===== src/rtl/jtpopeye_rom_rq.sv =====
// ---------------------------------------------------------------------------
// jtpopeye_rom_rq
//
// SDRAM ROM read arbiter sitting between the SDRAM controller and the game
// core. Two clients share one 32-bit SDRAM read port:
//   - main CPU : 15-bit byte address, 8-bit data
//   - OBJ      : 13-bit 32-bit-word address, 32-bit data
// Each client owns a single-line tag cache (one 32-bit line plus tag and
// valid bit). OBJ wins simultaneous misses, but after OBJ_BURST consecutive
// OBJ grants while main is still missing, main is served next.
//
// Ports
//   clk_rom      in   SDRAM clock, all logic on the rising edge
//   rst          in   synchronous reset, active high
//   downloading  in   ROM download in progress: invalidates lines, no grants
//   main_cs      in   main CPU request
//   main_addr    in   [14:0] main CPU byte address
//   main_ok      out  main_data valid for the current main_addr
//   main_data    out  [7:0] selected byte of the main line
//   obj_cs       in   OBJ request
//   obj_addr     in   [12:0] OBJ word address
//   obj_ok       out  obj_data valid for the current obj_addr
//   obj_data     out  [31:0] OBJ line
//   sdram_req    out  read request, held until sdram_ack
//   sdram_addr   out  [21:0] 16-bit-word address, stable while sdram_req=1
//   sdram_ack    in   one-cycle pulse: request accepted
//   data_rdy     in   one-cycle pulse: data_read valid
//   data_read    in   [31:0] read data, low word at the even address
//
// Configuration macro: JTPOPEYE_ROM_CACHE_EN
//   defined   : a line stays valid while its client's cs toggles
//   undefined : a client's valid bit clears whenever its cs is low, so each
//               cs assertion triggers exactly one fetch
// ---------------------------------------------------------------------------
module jtpopeye_rom_rq #(
    parameter logic [21:0] MAIN_OFFSET = 22'h00000,
    parameter logic [21:0] OBJ_OFFSET  = 22'h04000,
    parameter int          OBJ_BURST   = 2
) (
    input  logic        clk_rom,
    input  logic        rst,
    input  logic        downloading,

    input  logic        main_cs,
    input  logic [14:0] main_addr,
    output logic        main_ok,
    output logic [7:0]  main_data,

    input  logic        obj_cs,
    input  logic [12:0] obj_addr,
    output logic        obj_ok,
    output logic [31:0] obj_data,

    output logic        sdram_req,
    output logic [21:0] sdram_addr,
    input  logic        sdram_ack,
    input  logic        data_rdy,
    input  logic [31:0] data_read
);

    localparam int CNT_W = $clog2(OBJ_BURST + 1) + 1;

    typedef enum logic [1:0] {
        ST_IDLE = 2'd0,
        ST_REQ  = 2'd1,
        ST_WAIT = 2'd2
    } state_t;

    state_t      r_state;
    state_t      w_state_next;

    // per-client line storage
    logic [31:0] r_main_line;
    logic [12:0] r_main_tag;
    logic        r_main_valid;
    logic [31:0] r_obj_line;
    logic [12:0] r_obj_tag;
    logic        r_obj_valid;

    // grant-time snapshot; the fetched line is filed under this tag even if
    // the client has moved on to another address meanwhile
    logic        r_gnt_obj;
    logic [12:0] r_gnt_tag;
    logic [21:0] r_sdram_addr;

    logic [CNT_W-1:0] r_starve_cnt;

    logic        w_main_hit;
    logic        w_obj_hit;
    logic        w_main_miss;
    logic        w_obj_miss;
    logic        w_starved;
    logic        w_main_first;
    logic        w_grant_main;
    logic        w_grant_obj;
    logic        w_line_wr;
    logic [21:0] w_main_sdram_addr;
    logic [21:0] w_obj_sdram_addr;
    logic [7:0]  w_main_bytes [4];

    // ------------------------------------------------------------------
    // Hit detection: purely combinational from registered tag/valid so that
    // ok falls in the same cycle the address leaves the cached line.
    // ------------------------------------------------------------------
    assign w_main_hit  = main_cs & r_main_valid & (r_main_tag == main_addr[14:2]);
    assign w_obj_hit   = obj_cs  & r_obj_valid  & (r_obj_tag  == obj_addr);
    assign w_main_miss = main_cs & ~w_main_hit;
    assign w_obj_miss  = obj_cs  & ~w_obj_hit;

    assign w_starved    = (r_starve_cnt >= CNT_W'(OBJ_BURST));
    assign w_main_first = w_main_miss & (~w_obj_miss | w_starved);

    assign w_main_sdram_addr = MAIN_OFFSET + {8'd0, main_addr[14:2], 1'b0};
    assign w_obj_sdram_addr  = OBJ_OFFSET  + {8'd0, obj_addr, 1'b0};

    // byte lane split of the main line, byte 0 in bits 7:0
    generate
        for (genvar gi = 0; gi < 4; gi++) begin : g_main_bytes
            assign w_main_bytes[gi] = r_main_line[gi*8 +: 8];
        end
    endgenerate

    assign main_ok    = w_main_hit;
    assign main_data  = w_main_bytes[main_addr[1:0]];
    assign obj_ok     = w_obj_hit;
    assign obj_data   = r_obj_line;
    assign sdram_req  = (r_state == ST_REQ);
    assign sdram_addr = r_sdram_addr;

    // ------------------------------------------------------------------
    // FSM state register
    // ------------------------------------------------------------------
    always_ff @(posedge clk_rom) begin
        if (rst) begin
            r_state <= ST_IDLE;
        end else begin
            r_state <= w_state_next;
        end
    end

    // ------------------------------------------------------------------
    // FSM next state, grant decision and line write strobe
    // ------------------------------------------------------------------
    always_comb begin
        w_state_next = r_state;
        w_grant_main = 1'b0;
        w_grant_obj  = 1'b0;
        w_line_wr    = 1'b0;
        case (r_state)
            ST_IDLE: begin
                if (!downloading) begin
                    if (w_main_first) begin
                        w_grant_main = 1'b1;
                        w_state_next = ST_REQ;
                    end else if (w_obj_miss) begin
                        w_grant_obj  = 1'b1;
                        w_state_next = ST_REQ;
                    end
                end
            end
            ST_REQ: begin
                if (downloading) begin
                    // abandon the request; if data arrives with the ack it
                    // is simply dropped
                    w_state_next = ST_IDLE;
                end else if (sdram_ack) begin
                    if (data_rdy) begin
                        // ack and data in the same cycle: complete at once
                        w_line_wr    = 1'b1;
                        w_state_next = ST_IDLE;
                    end else begin
                        w_state_next = ST_WAIT;
                    end
                end
            end
            ST_WAIT: begin
                // the controller owes us this data even during a download,
                // so wait for it but only store it when not downloading
                if (data_rdy) begin
                    w_line_wr    = ~downloading;
                    w_state_next = ST_IDLE;
                end
            end
            default: begin
                w_state_next = ST_IDLE;
            end
        endcase
    end

    // ------------------------------------------------------------------
    // Grant snapshot and SDRAM address
    // ------------------------------------------------------------------
    always_ff @(posedge clk_rom) begin
        if (rst) begin
            r_gnt_obj    <= 1'b0;
            r_gnt_tag    <= 13'd0;
            r_sdram_addr <= 22'd0;
        end else if (w_grant_main) begin
            r_gnt_obj    <= 1'b0;
            r_gnt_tag    <= main_addr[14:2];
            r_sdram_addr <= w_main_sdram_addr;
        end else if (w_grant_obj) begin
            r_gnt_obj    <= 1'b1;
            r_gnt_tag    <= obj_addr;
            r_sdram_addr <= w_obj_sdram_addr;
        end
    end

    // ------------------------------------------------------------------
    // Main line
    // ------------------------------------------------------------------
    always_ff @(posedge clk_rom) begin
        if (rst) begin
            r_main_line  <= 32'd0;
            r_main_tag   <= 13'd0;
            r_main_valid <= 1'b0;
        end else begin
            if (w_line_wr && !r_gnt_obj) begin
                r_main_line  <= data_read;
                r_main_tag   <= r_gnt_tag;
                r_main_valid <= 1'b1;
            end
`ifndef JTPOPEYE_ROM_CACHE_EN
            // without caching, dropping cs forgets the line
            if (!main_cs) begin
                r_main_valid <= 1'b0;
            end
`endif
            if (downloading) begin
                r_main_valid <= 1'b0;
            end
        end
    end

    // ------------------------------------------------------------------
    // OBJ line
    // ------------------------------------------------------------------
    always_ff @(posedge clk_rom) begin
        if (rst) begin
            r_obj_line  <= 32'd0;
            r_obj_tag   <= 13'd0;
            r_obj_valid <= 1'b0;
        end else begin
            if (w_line_wr && r_gnt_obj) begin
                r_obj_line  <= data_read;
                r_obj_tag   <= r_gnt_tag;
                r_obj_valid <= 1'b1;
            end
`ifndef JTPOPEYE_ROM_CACHE_EN
            if (!obj_cs) begin
                r_obj_valid <= 1'b0;
            end
`endif
            if (downloading) begin
                r_obj_valid <= 1'b0;
            end
        end
    end

    // ------------------------------------------------------------------
    // Anti-starvation counter: counts OBJ grants made while main waits.
    // Once it reaches OBJ_BURST the next arbitration goes to main.
    // ------------------------------------------------------------------
    always_ff @(posedge clk_rom) begin
        if (rst) begin
            r_starve_cnt <= '0;
        end else if (w_grant_main || !w_main_miss) begin
            r_starve_cnt <= '0;
        end else if (w_grant_obj && !w_starved) begin
            r_starve_cnt <= r_starve_cnt + 1'b1;
        end
    end

endmodule


===== config.mk =====
export PLATFORM = sky130hd
export DESIGN_NAME = jtpopeye_rom_rq
export DESIGN_NICKNAME = d
export VERILOG_FILES = /design/src/rtl/jtpopeye_rom_rq.sv
export SDC_FILE = /design/constraint.sdc
export NUM_CORES = 1
export LEC_CHECK = 0
export CORE_AREA = 4 4 110 112
export CTS_BUF_LIST = sky130_fd_sc_hd__clkbuf_16
export DETAILED_ROUTE_END_ITERATION = 8
export DIE_AREA = 0 0 114 116
export PLACE_DENSITY_LB_ADDON = 0.2
export SYNTH_ARGS = -nofsm -noshare
export SYNTH_HDL_FRONTEND = slang
export SYNTH_SLANG_ARGS = --single-unit

===== constraint.sdc =====
create_clock -name clk_rom -period 2.87 [get_ports clk_rom]
set_input_delay 0.574 -clock clk_rom [delete_from_list [all_inputs] [get_ports clk_rom]]
set_output_delay 0.574 -clock clk_rom [all_outputs]
set_load 0.01 [all_outputs]

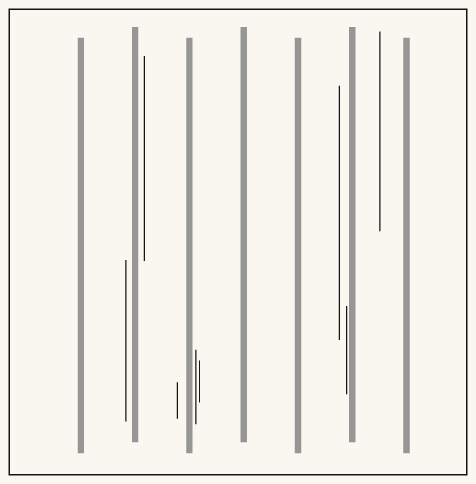
(run_1/layer_met4.png)
Drawn at 4 px/um. Supply wires on this layer in gray.
6 nets have wire on it. The wires run mostly vertical. The longest straight run is 63.2 um.

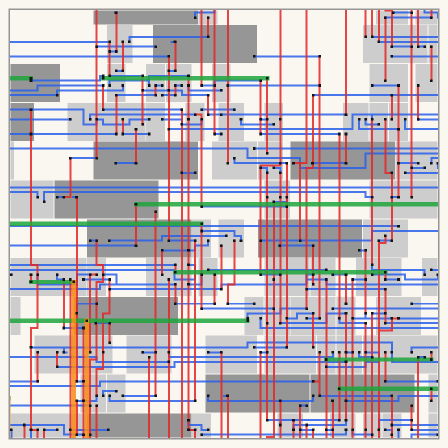
(run_1/detail.png)
Region (42, 20) to (72, 50) um. Cells in gray, sequential cells in the stronger gray; small squares are vias.
Key: metal 4 = orange; metal 2 = red; metal 1 = blue; metal 3 = green
Sequential cells in the window: 10. Netlist names of flops here include r_main_tag (4), r_gnt_tag (3), r_obj_tag (3). Most frequent: nand2_1 (17), dfxtp_1 (10), a21oi_1 (8). 62 logic cells have their middle in the window.

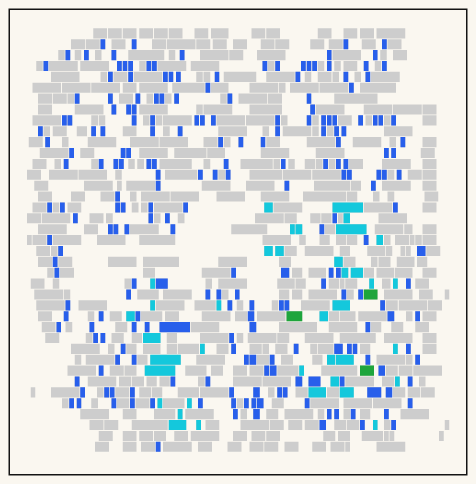
(run_1/logic_types.png)
Drawn at 4 px/um.
Key: AND-OR and OR-AND gates = green [cells 3, most used o211a_1]; NAND gates = blue [cells 222, most used nand2_1, where all over the die]; NOR gates = cyan [cells 38, most used nor2_1]

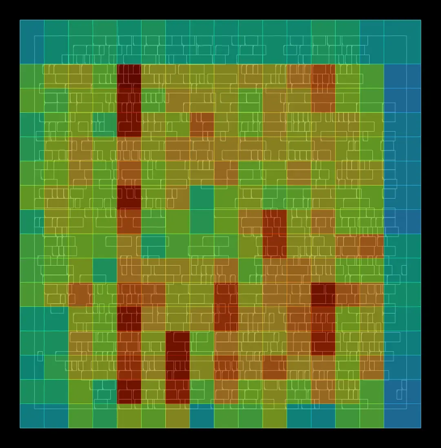
(run_1/congestion.png)
post-layout util: 60.38%
Top Usage Layer GRT: met2
met3 usage: 4.491%
GRT met2 Usage: 35.05%
met1 usage: 28.89%

## run 1: logic make-up (layout without fill, tap and decap cells)
group	after synthesis	after routing	synth area share, %
DFF	111	111	45.33
AOI/OAI and AO/OA	118	118	15.57
xor gates and xnor gates	27	27	4.824
adders and majority gates	5	5	1.276
buffers and inverters	51	175	4.849
and+or+nand+nor	267	267	24.40
other	1	8	0.07650
muxes	8	8	3.675
## run 1: power breakdown
group,internal (mW),total (mW),switching [mW]
clock,0.778,1.38,0.605
sequential,1.57,1.61,0.0404
combinational,0.231,0.462,0.231
total,2.58,3.46,0.876
## run 1: state kept, by name, indices dropped and copies added (netlist names)
name and count:
r_gnt_obj 1, r_gnt_tag 13, r_starve_cnt 3, r_main_valid 1
obj_data 32, r_main_line 32, r_main_tag 13, r_obj_tag 13
r_obj_valid 1, r_state 2
## run 1: synthesized netlist by cell type, types with 4 or more instances
library cell / n / area, um2
a21oi_1: 93 / 465.5
a311oi_2: 10 / 150.1
buf_2: 4 / 20.02
buf_4: 9 / 67.56
clkbuf_1: 31 / 116.4
dfxtp_1: 111 / 2222
ha_1: 5 / 62.56
inv_1: 5 / 18.77
mux4_2: 8 / 180.2
nand2_1: 203 / 762.0
nand3_1: 12 / 60.06
nor2_1: 15 / 56.30
nor3_1: 4 / 20.02
nor4_1: 11 / 68.82
xnor2_1: 6 / 52.55
xor2_1: 21 / 183.9
## run 1: cell type report
type                    count  area, um2
multi-input cells         433       2517
inverters                   5      18.77
flip-flops and latches    111       2222
clock buffers               9      225.2
fillers                  1034       4447
clock inverters             7      101.3
repair buffers            154       1513
well taps                 143      178.9
## run 1: worst max-delay path by stage
stage                         to  cells after the start
finish              main_data[7]                      4
global route             main_ok                      6
CTS                       obj_ok                      6
detailed placement        obj_ok                      6
global placement          obj_ok                      6
floorplan           main_data[0]                      2
## run 1: layer usage
metal | wire length (um) | vias up | global-route usage [%]
met5 | 0 | - | 0
met4 | 263 | 0 | 8.551
li1 | - | 2238 | -
met1 | 6456 | 2130 | 28.89
met2 | 6696 | 140 | 35.05
met3 | 1026 | 19 | 4.491
## run 1: worst max-delay path, delay by kind of cell
kind,cells,cell delay (ns)
buffers and inverters,3,1.17
muxes,1,0.50
## run 1: repair_timing
| action | in CTS | in global routing |
|---|---|---|
| setup endpoints to repair | 2 | 5 |
| pin swaps | 2 | 0 |
| resized | 4 | 9 |
| buffers inserted | 0 | 0 |
==> GITHUB_STEP_SUMMARY, run 1 <==
### Flow metrics

| Metric | Value |
|---|---|
| Final Instance Count excl. Fillers | `862` |
| Cells on worst reg2reg path | `8` |
| Worst r2r src | `r_obj_tag[5]` |
| Worst slew margin | `37.42%` |
| Mapped Cells | `588` |
| Row count | `39` |
| Final instance area | `0.006777 mm2` |
| Share of layout cells above drive strength 1 | `11.82%` |
| Average wire per standard cell | `16.75 um` |
| Hold Path Origin | `r_main_line[26]` |
| Grt total ovfl | `0` |
| Final Hold Violating Endpoints | `0` |
| Yosys Chip Area | `0.004902 mm2` |
| # nets final | `786` |
| Initial DRC Count | `291` |
| Clock Tree Buf Depth | `2` |
| CP peak stage delay | `0.52 ns` |
| Min Hold Slack | `0.4557 ns` |
| Core box area | `0.01122 mm2` |
| Avg Cell Area, Syn | `8.337 um2` |
| Largest net degree at the start of global routing | `86` |
| Hold Crit Endpoint | `r_main_line[26]` |
| Top_reg_cell synth | `dfxtp_1` |
| Slew Viols, Final | `0` |
| Total of max-cap violations | `0` |
| Vias | `4527` |
| Die area | `0.01322 mm2` |
| Die width | `114 um` |
| Worst slew pin tran | `0.9387 ns` |
| Crit path DRT | `2.30 ns` |
| Reg-to-Reg End | `r_gnt_tag[7]` |
| Post-route setup slack | `0.04286 ns` |
| LEAKAGE | `2.417 nW` |
| Worst Hold Class | `reg -> reg` |
| Vias/cell | `5.252` |
| Post-Syn Area | `0.004902 mm2` |
| Slowest cell on the critical path | `clkdlybuf4s50_1` |
| CTS tree | `yes` |
| Most frequent cell on the critical path | `clkdlybuf4s50_1` |
| PD cells | `510.2 mW/mm2` |
| Registers, synthesis | `111` |
| Setup crit start kind | `primary input` |
| Die Span Y | `116 um` |
| Minimum clock period | `2.827 ns` |
| Post-synth ARST share | `0%` |
| Pre-CTS WS | `-0.3153 ns` |
| DRC | `0` |
| Routed Antenna Nets | `0` |
| Num Clock Sinks | `111` |
| CP Max Fanout | `8` |
| Post-synth cell types | `45` |
| First-pass GRT wire length | `22690 um` |
| Layout Area Growth over Synthesis | `38.23%` |
| Fmax achieved | `0.3537 GHz` |
| Critical path class | `in -> out` |
| Final setup TNS | `0 ns` |
| Vias in the first global route | `4423` |
| Hold Buf Count CTS | `0` |
| Gpl congestion | `0.8575` |
| Number of H-tree levels | `3` |
| Crit. End Element | `output pin` |
| OpenROAD warnings | `29` |
| Hold Path Stages | `2` |
| CTS clk-pin slew, worst paths | `0.08 ns` |
| Total global-route track usage | `21.80%` |
| Status | `completed` |
| Worst path arrival time | `2.25 ns` |
| Root Driver | `clkbuf_16` |
| Count of library flops with an enable pin | `0` |
| Post-DP Area | `0.006417 mm2` |
| Top cells excl fill/tap | `nand2_1 (203), clkdlybuf4s50_1 (117), dfxtp_1 (111), a21oi_1 (93), buf_4 (28)` |
| WL final | `14440 um` |
| Crit-path cells | `clkdlybuf4s50_1, buf_12, mux4_2, clkdlybuf4s50_1` |
| Post-Route Skew | `0.007461 ns` |
| Clk latency late pin | `0.36 ns` |
| Buffers on Ports | `123` |
| TritonRoute pass-1 iters | `4` |
| I/O Pins | `132` |
| Period utilization | `98.51%` |
| YS warnings | `0` |
| Total Power | `3.458 mW` |
| HPWL Detailed | `10460 um` |
| Yosys cell count | `588` |
| # setup viols final | `0` |
| Initial antenna violation count | `0` |
| FP Core Util | `43.68%` |
| Number of buffers created by CTS | `9` |
| FF-to-FF setup slack | `0.56 ns` |
| Seq share, synth | `45.33%` |
| Commonest Layout Cell | `nand2_1` |
| # diodes | `0` |
| VDD IR max | `0.0003836 V` |
| DP Cell Count | `846` |
| CP startpoint | `main_addr[0]` |
## Run 2: what changed since run 1
--- a/config.mk
+++ b/config.mk
@@ -9,6 +9,7 @@
 export CTS_BUF_LIST = sky130_fd_sc_hd__clkbuf_16
 export DETAILED_ROUTE_END_ITERATION = 8
 export DIE_AREA = 0 0 114 116
+export DONT_BUFFER_PORTS = 1
 export PLACE_DENSITY_LB_ADDON = 0.2
 export SYNTH_ARGS = -nofsm -noshare
 export SYNTH_HDL_FRONTEND = slang
==> constraint.sdc (replaced) <==
create_clock -name clk_rom -period 2.87 [get_ports clk_rom]
set_input_delay 0.574 -clock clk_rom [delete_from_list [all_inputs] [get_ports clk_rom]]
set_output_delay 0.574 -clock clk_rom [all_outputs]
set_load 0.1 [all_outputs]
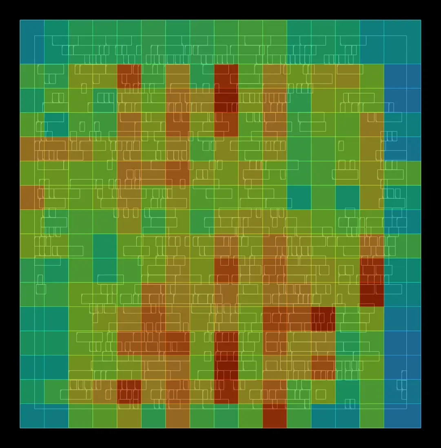
(run_2/congestion.png)
GRT met2 Usage: 29.86%
met3 usage: 5.431%
met1 usage: 30.32%
total global-route track usage: 20.68%

==> GITHUB_STEP_SUMMARY, run 2 <==
### Flow metrics

| Metric | Value |
|---|---|
| MUX area fraction | `3.675% (unchanged)` |
| Registers, synthesis | `111 (unchanged)` |
| # nets final | `659 (was 786)` |
| TritonRoute pass-1 iters | `4 (unchanged)` |
| Main logic family | `simple AND/OR/NAND/NOR gates (unchanged)` |
| Number of H-tree levels | `3 (unchanged)` |
| Vias/cell | `5.546 (was 5.252)` |
| Avg Cell Area, Syn | `8.337 um2 (unchanged)` |
| First-pass GRT wire length | `21450 um (was 22690 um)` |
| Total of max-cap violations | `0 (unchanged)` |
| Average wire per standard cell | `18.64 um (was 16.75 um)` |
| Buffers on Ports | `0 (was 123)` |
| CP Max Fanout | `2 (was 8)` |
| PD cells | `613.3 mW/mm2 (was 510.2 mW/mm2)` |
| Initial DRC Count | `270 (was 291)` |
| Die Span Y | `116 um (unchanged)` |
| Setup crit start kind | `flop (was primary input)` |
| CTS clk-pin slew, worst paths | `0.07 ns (was 0.08 ns)` |
| Crit. End Element | `output pin (unchanged)` |
| # setup viols final | `0 (unchanged)` |
| Routed Antenna Nets | `0 (unchanged)` |
| Commonest Layout Cell | `nand2_1 (unchanged)` |
| LEAKAGE | `1.886 nW (was 2.417 nW)` |
| Seq share, synth | `45.33% (unchanged)` |
| Num Clock Sinks | `111 (unchanged)` |
| Worst path arrival time | `1.99 ns (was 2.25 ns)` |
| Grt total ovfl | `0 (unchanged)` |
| YS warnings | `0 (unchanged)` |
| OpenROAD warnings | `31 (was 29)` |
| Number of buffers created by CTS | `9 (unchanged)` |
| Die width | `114 um (unchanged)` |
| Yosys cell count | `588 (unchanged)` |
| VDD IR max | `0.0002868 V (was 0.0003836 V)` |
| Period utilization | `89.48% (was 98.51%)` |
| Post-Route Skew | `0.01092 ns (was 0.007461 ns)` |
| Worst slew margin | `30.34% (was 37.42%)` |
| Worst Hold Class | `in -> reg (was reg -> reg)` |
| Top cells by area, synth | `dfxtp_1 (45%), nand2_1 (16%), a21oi_1 (9.5%) (unchanged)` |
| Crit path DRT | `2.30 ns (about the same)` |
| Max-area cell share | `45.33% (unchanged)` |
| Post-Syn Area | `0.004902 mm2 (unchanged)` |
| Status | `completed (unchanged)` |
| Root Driver | `clkbuf_16 (unchanged)` |
| Count of library flops with an enable pin | `0 (unchanged)` |
| Yosys xor share | `4.824% (unchanged)` |
| Final setup TNS | `0 ns (unchanged)` |
| Postcts setup bufs | `0 (unchanged)` |
| # diodes | `0 (unchanged)` |
| Layout Area Growth over Synthesis | `11.23% (was 38.23%)` |
| Hold Buf Count CTS | `0 (unchanged)` |
| Post-synth cell types | `45 (unchanged)` |
| Final Instance Count excl. Fillers | `735 (was 862)` |
| Row count | `39 (unchanged)` |
| Cell taking the most area after synthesis | `dfxtp_1 (unchanged)` |
| Top_reg_cell synth | `dfxtp_1 (unchanged)` |
| Vias in the first global route | `3845 (was 4423)` |
| HPWL Detailed | `9945 um (was 10460 um)` |
| I/O Pins | `132 (unchanged)` |
| Post-synth ARST share | `0% (unchanged)` |
| Adder Area Share | `1.276% (unchanged)` |
| Clock Tree Buf Depth | `2 (unchanged)` |
| Final Hold Violating Endpoints | `0 (unchanged)` |
| Gpl congestion | `0.8696 (was 0.8575)` |
| Die area | `0.01322 mm2 (unchanged)` |
| FP Core Util | `43.68% (unchanged)` |
| Mapped Cells | `588 (unchanged)` |
| And-or/or-and share of the synthesized area | `15.57% (unchanged)` |
| Worst slew pin tran | `1.043 ns (was 0.9387 ns)` |
| Initial antenna violation count | `0 (unchanged)` |
| Top cells excl fill/tap | `nand2_1 (203), dfxtp_1 (111), a21oi_1 (93), buf_4 (25), xor2_1 (21) (was nand2_1 (203), clkdlybuf4s50_1 (117), dfxtp_1 (111), a21oi_1 (93), buf_4 (28))` |
| Core box area | `0.01122 mm2 (unchanged)` |
| Post_cts resized | `0 (was 4)` |
[run 2: cell counts after synthesis]
Identical to the previous run, type by type.
[run 2: area by class of cell]
| type | instances | area, um2 |
|---|---|---|
| Timing Repair Buffer | 27 | 227.7 |
| Clock inverter | 7 | 63.81 |
| Clock buffer | 9 | 225.2 |
| Sequential cell | 111 | 2222 |
| Multi-Input combinational cell | 433 | 2516 |
| Inverter | 5 | 18.77 |
| Fill cell | 1090 | 5771 |
| Tap cell | 143 | 178.9 |
[run 2: stage by stage]
step                      setup slack (ns)  hold WS [ns]  util, %  instance area [um2]
after floorplan                    0.05719        0.4331        -                 4959
after global placement              0.4029        0.4342    46.01                 5164
after detailed placement            0.3872        0.4405    46.01                 5164
after CTS                           0.2460        0.2842    48.58                 5453
after global routing                0.1753        0.2751    48.58                 5453
final                               0.3019        0.2922    48.58                 5453
[run 2: critical path, cell delays in order, from the launching register on]
cell     delay (ns)
dfxtp_1        0.33
xor2_1         0.19
nor4_1         0.34
nand2_1        0.15
nor4_4         0.30
buf_4          0.33
[run 2: per-layer routing]
layer	global-route usage (%)	up-vias	routed length [um]
met5	0	-	0
met4	6.097	0	232
met3	5.431	16	1028
met2	29.86	137	5925
met1	30.32	1944	6513
li1	-	1979	-
[run 2: kinds of logic (layout without fill, tap and decap cells)]
logic type      count (synthesis)  in the layout
simple gates                  267            267
compound gates                118            118
flops                         111            111
buf+inv                        51             48
xor+xnor                       27             27
mux                             8              8
fa+ha+maj                       5              5
other cells                     1              8
[run 2: where the power goes]
group	internal (mW)	switching, mW	total [mW]	leakage (nW)
Combinational	0.116	0.346	0.462	0.843
Clock	0.610	0.618	1.23	0.145
Sequential	1.57	0.0828	1.65	0.897
Total	2.30	1.05	3.34	1.89
[run 2: path summary, 6_finish.rpt]
check	slack, ns	endpoint	cells past startpoint	from
min	0.29	obj_data[13]	1	rst
max	0.30	obj_ok	5	r_obj_tag[5]
max reg2reg	0.62	r_main_line[11]	8	r_state[1]
min reg2reg	0.45	r_main_line[21]	2	r_main_line[21]
No activity file was given, so power comes from the tool's default toggle rates.
